==> images/drive_strength.png <==
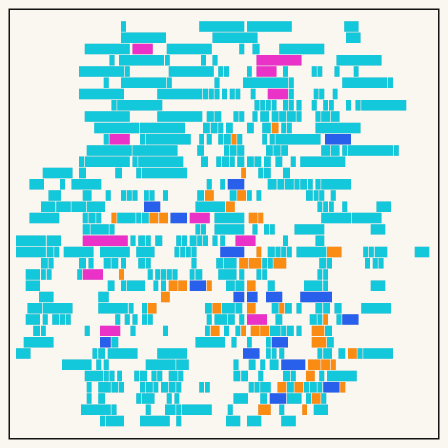
==> images/pins.png <==
The bar under the picture is 20 um long. Pins as bars across the die edge, other pins in grey.
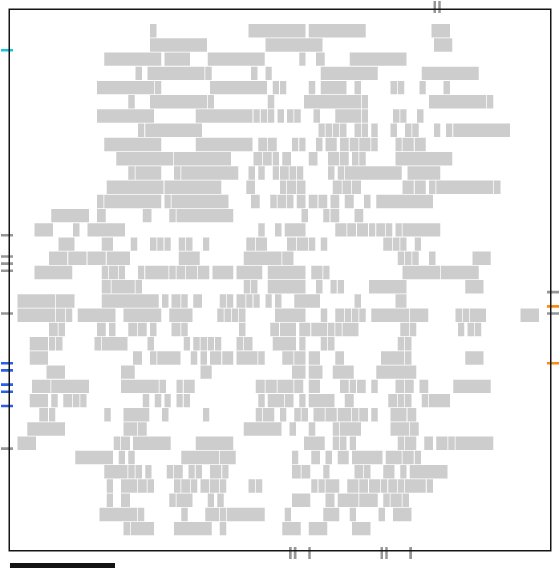
==> images/final_placement.png <==
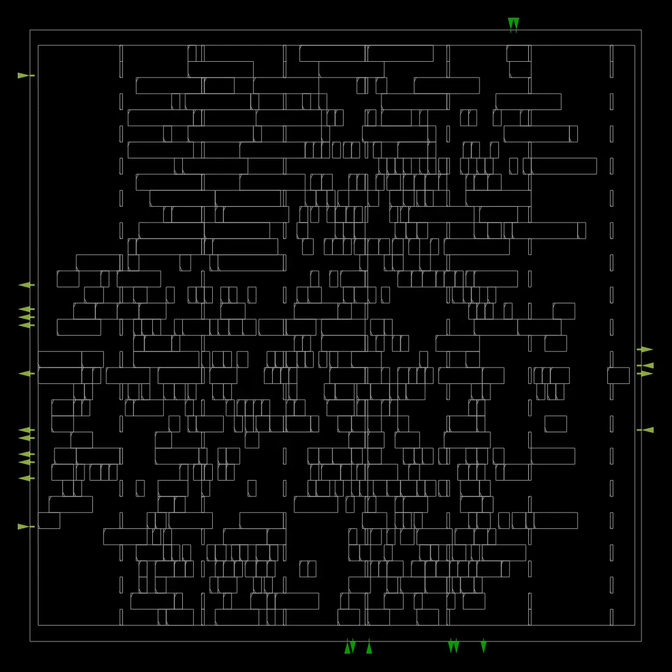
==> config.mk <==
export PLATFORM = sky130hd
export DESIGN_NAME = simon_seq_engine_flat
export DESIGN_NICKNAME = d
export VERILOG_FILES = /design/src/rtl/simon_seq_engine_if.sv /design/src/rtl/simon_seq_engine.sv /design/src/flat_wrapper.sv
export SDC_FILE = /design/constraint.sdc
export NUM_CORES = 1
export LEC_CHECK = 0
export ABC_AREA = 1
export ABC_CLOCK_PERIOD_IN_PS = 5600
export CAP_MARGIN = 20
export CORE_UTILIZATION = 35
export CTS_CLUSTER_DIAMETER = 120
export DETAILED_ROUTE_END_ITERATION = 16
export PLACE_DENSITY_LB_ADDON = 0.12
export SYNTH_ARGS = -nofsm -noshare
export SYNTH_HDL_FRONTEND = slang
export SYNTH_SLANG_ARGS = --single-unit
export TNS_END_PERCENT = 50
==> constraint.sdc <==
create_clock -name clk -period 5.6 [get_ports clk]
set_input_delay 1.12 -clock clk [delete_from_list [all_inputs] [get_ports clk]]
set_output_delay 1.12 -clock clk [all_outputs]
set_load 0.005 [all_outputs]
==> impl_metrics.yaml <==
# physical design summary
sta:
  finalCritPeriodShare_pct: 59.1
  hold_slack_ns: 0.468
  final-hold-violation-count: 0
  drv_slew: 0
  fin_crit_ns: 3.31
critical_path:
  cp_top_family: "simple AND/OR/NAND/NOR gates"
  cp_cell_sequence: "inv_2 -> ha_1 -> inv_1 -> nand2_1 -> nand2_1 -> nor2_2 -> nand2_2 -> nor2_4 -> nand2_2 -> ha_1 -> nand4_1 -> nand3_2 -> nand3_4 -> inv_2 -> nand2_1 -> nand3_1 -> nand3_1 -> nand3_1 -> nand3_1 -> nand3_1 -> nand2_1 -> inv_1"
  cp.required_ns: 5.85
  crit_path_top_delay_cell: "dfxtp_1"
  cpMostUsedCell: "nand3_1"
  r2r_cells: 22
  cp.arrival_ns: 3.56
  crit_buf_inv: 4
  path_class: "reg -> reg"
floorplanning:
  die_area_sq_um: 10700
  core_util_floorplan_pct: 36.4
  io_pins: 24
  core-area_sq_um: 9860
clock_network:
  clk_pin_slew_ns: 0.07
  clock_sinks: 61
  clock-root-buffer: "clkbuf_8"
  cts-resized-gates: 0
  cts_made_buffers: 9
  cts_tree: "done"
  clk_path_buf_depth: 2
  clock_latency_ns: 0.36
  cts_hold_buf: 0
synthesis:
  synthTopLogicFamily: "simple AND/OR/NAND/NOR gates"
  syn_avg_cell_area_sq_um: 7.75
  top_area_share_pct: 26.8
  synth_area_sq_um: 3590
  yosysTopAreaCell: "edfxtp_1"
  yosys-top-cells-count: "120 x nand2_1, 52 x nor2_1, 47 x inv_1"
  synth_top_cell_by_count: "nand2_1"
  synth-edff-count: 32
  ys_sh_mux_pct: 0
  yosys_cells: 463
  adder_share_pct: 3.14
  synthCells: 463
  top_cells_by_area: "edfxtp_1 27%, dfxtp_1 16%, nand2_1 13%, nand3_1 6.3%, nor2_1 5.4%"
global_route:
  grt_max_degree: 20
  use_met2_pct: 25.7
  grt-busiest-layer: "met1"
  use_met3_pct: 4.44
  grt-ovfl-total: 0
  grt_use_total_pct: 18.4
  grt_pass1_vias: 2870
layout:
  antenna_cells: 0
  largest_reg_flops: 32
  seqCellArea_sq_um: 1540
  n_fill_cell: 1000
  layout.area.comb_sq_um: 1760
status:
  status: "completed"
routing:
  vias_per_cell: 4.84
  finalWirelength_um: 8900
  wire_per_inst_um: 14.2
  ant_nets: 0
  drt-initial-drc-count: 116
  via_count: 3036
worst_hold_path:
  hold_depth: 2
flow_run:
  max_cap_violations: 0
  tool_warnings: 31
placed_design:
  gp_congestion: 0.849
  placed_area_sq_um: 3920
pwr:
  leakagePower_nw: 1.68
Back to the opening pictures, drive_strength.png:
- magenta: drive 6 and up (cells 11; share 2.2%)
- blue: drive 3 to 4 (cells 17; share 3.4%)
- cyan: drive 1 or less (cells 422; share 85%)
- orange: drive 2 (cells 44; share 8.9%)
nonclk buf count: 23
area added between synthesis and finish: 15.2%
final setup margin: 2.29 ns
design area: 4130 sq um

Back to the opening pictures, pins.png:
- orange: bus_player_num (pins 2; direction input; edge east)
- blue: bus_score (pins 5; direction output; edge west)
- cyan: clk (pins 1; direction input; edge west)
die height: 103 um
I/O Buffers: 23

Back to the opening pictures, final_placement.png:
Tapcells: 133
flip-flops: 61
Post-Layout Cell Count: 627
Seq/total area: 37.3%

[power breakdown]
group / switching, mW / leakage, nW / internal, mW
clock: 0.188 / 0.0985 / 0.250
sequential: 0.0183 / 0.524 / 0.486
combinational: 0.125 / 1.06 / 0.0706
[kinds of logic (layout without fill, tap and decap cells)]
group           count (synthesis)  in the layout
buf+inv                        68             99
flops                          61             61
simple gates                  276            276
fa+ha+maj                       9              9
xor+xnor                        7              7
compound gates                 42             42
[cell usage in the layout (no fill, tap or decap)]
| master | n |
|---|---|
| clkbuf_1 | 1 |
| nand3_1 | 45 |
| nor2_2 | 5 |
| nand2_2 | 18 |
| o21ai_0 | 9 |
| nand2_1 | 120 |
| a32oi_1 | 1 |
| a21oi_2 | 1 |
| nand3_4 | 1 |
| a21oi_1 | 18 |
| o21ai_1 | 2 |
| inv_2 | 13 |
| ha_1 | 9 |
| clkbuf_8 | 9 |
| o21a_1 | 1 |
| clkdlybuf4s50_1 | 23 |
| dfxtp_1 | 29 |
| o21ai_2 | 4 |
| edfxtp_1 | 32 |
| a21oi_4 | 2 |
| o211ai_4 | 1 |
| clkinvlp_4 | 3 |
| nand3_2 | 2 |
| xor2_1 | 5 |
| clkinv_2 | 1 |
| xnor2_1 | 2 |
| nand2_4 | 3 |
| a31oi_1 | 2 |
| nor2_1 | 52 |
| nor3_1 | 7 |
| bufinv_16 | 2 |
| nor2_4 | 7 |
| nor3b_1 | 1 |
| nand4_1 | 14 |
| nand3b_1 | 1 |
| a211oi_1 | 1 |
| inv_1 | 47 |
[worst reg2reg max path, stage by stage, from the launching register on]
cell and delay [ns]:
dfxtp_1 0.54, inv_2 0.15, ha_1 0.36, inv_1 0.05
nand2_1 0.06, nand2_1 0.05, nor2_2 0.08, nand2_2 0.06
nor2_4 0.10, nand2_2 0.17, ha_1 0.33, nand4_1 0.11
nand3_2 0.22, nand3_4 0.27, inv_2 0.10, nand2_1 0.06
nand3_1 0.07, nand3_1 0.10, nand3_1 0.07, nand3_1 0.09
nand3_1 0.07, nand2_1 0.06, inv_1 0.03
[stage by stage]
stage / worst slack [ns] / instances / power, mW
finish: 2.29 / 627 / 1.14
detailed placement: 2.24 / 611 / 0.710
global placement: 2.23 / 611 / 0.710
floorplan: 2.69 / 463 / 0.649
global route: 1.87 / 627 / 1.19
CTS: 2.27 / 627 / 1.15
[layout make-up]
| cell class | instances | share of cell area, % |
|---|---|---|
| Clock buffer | 10 | 3.09 |
| Clock inverter | 6 | 2.12 |
| Inverter | 60 | 5.45 |
| Multi-Input combinational cell | 334 | 42.5 |
| Sequential cell | 61 | 37.3 |
| Tap cell | 133 | 4.03 |
| Timing Repair Buffer | 23 | 5.57 |
[layer usage]
metal / vias up / share of wire (%)
met5: - / 0
met4: 0 / 2.2
met3: 19 / 5.0
met2: 75 / 42
met1: 1377 / 50
li1: 1565 / -
Power figures rest on the tool's default switching activity, not on a simulated workload.
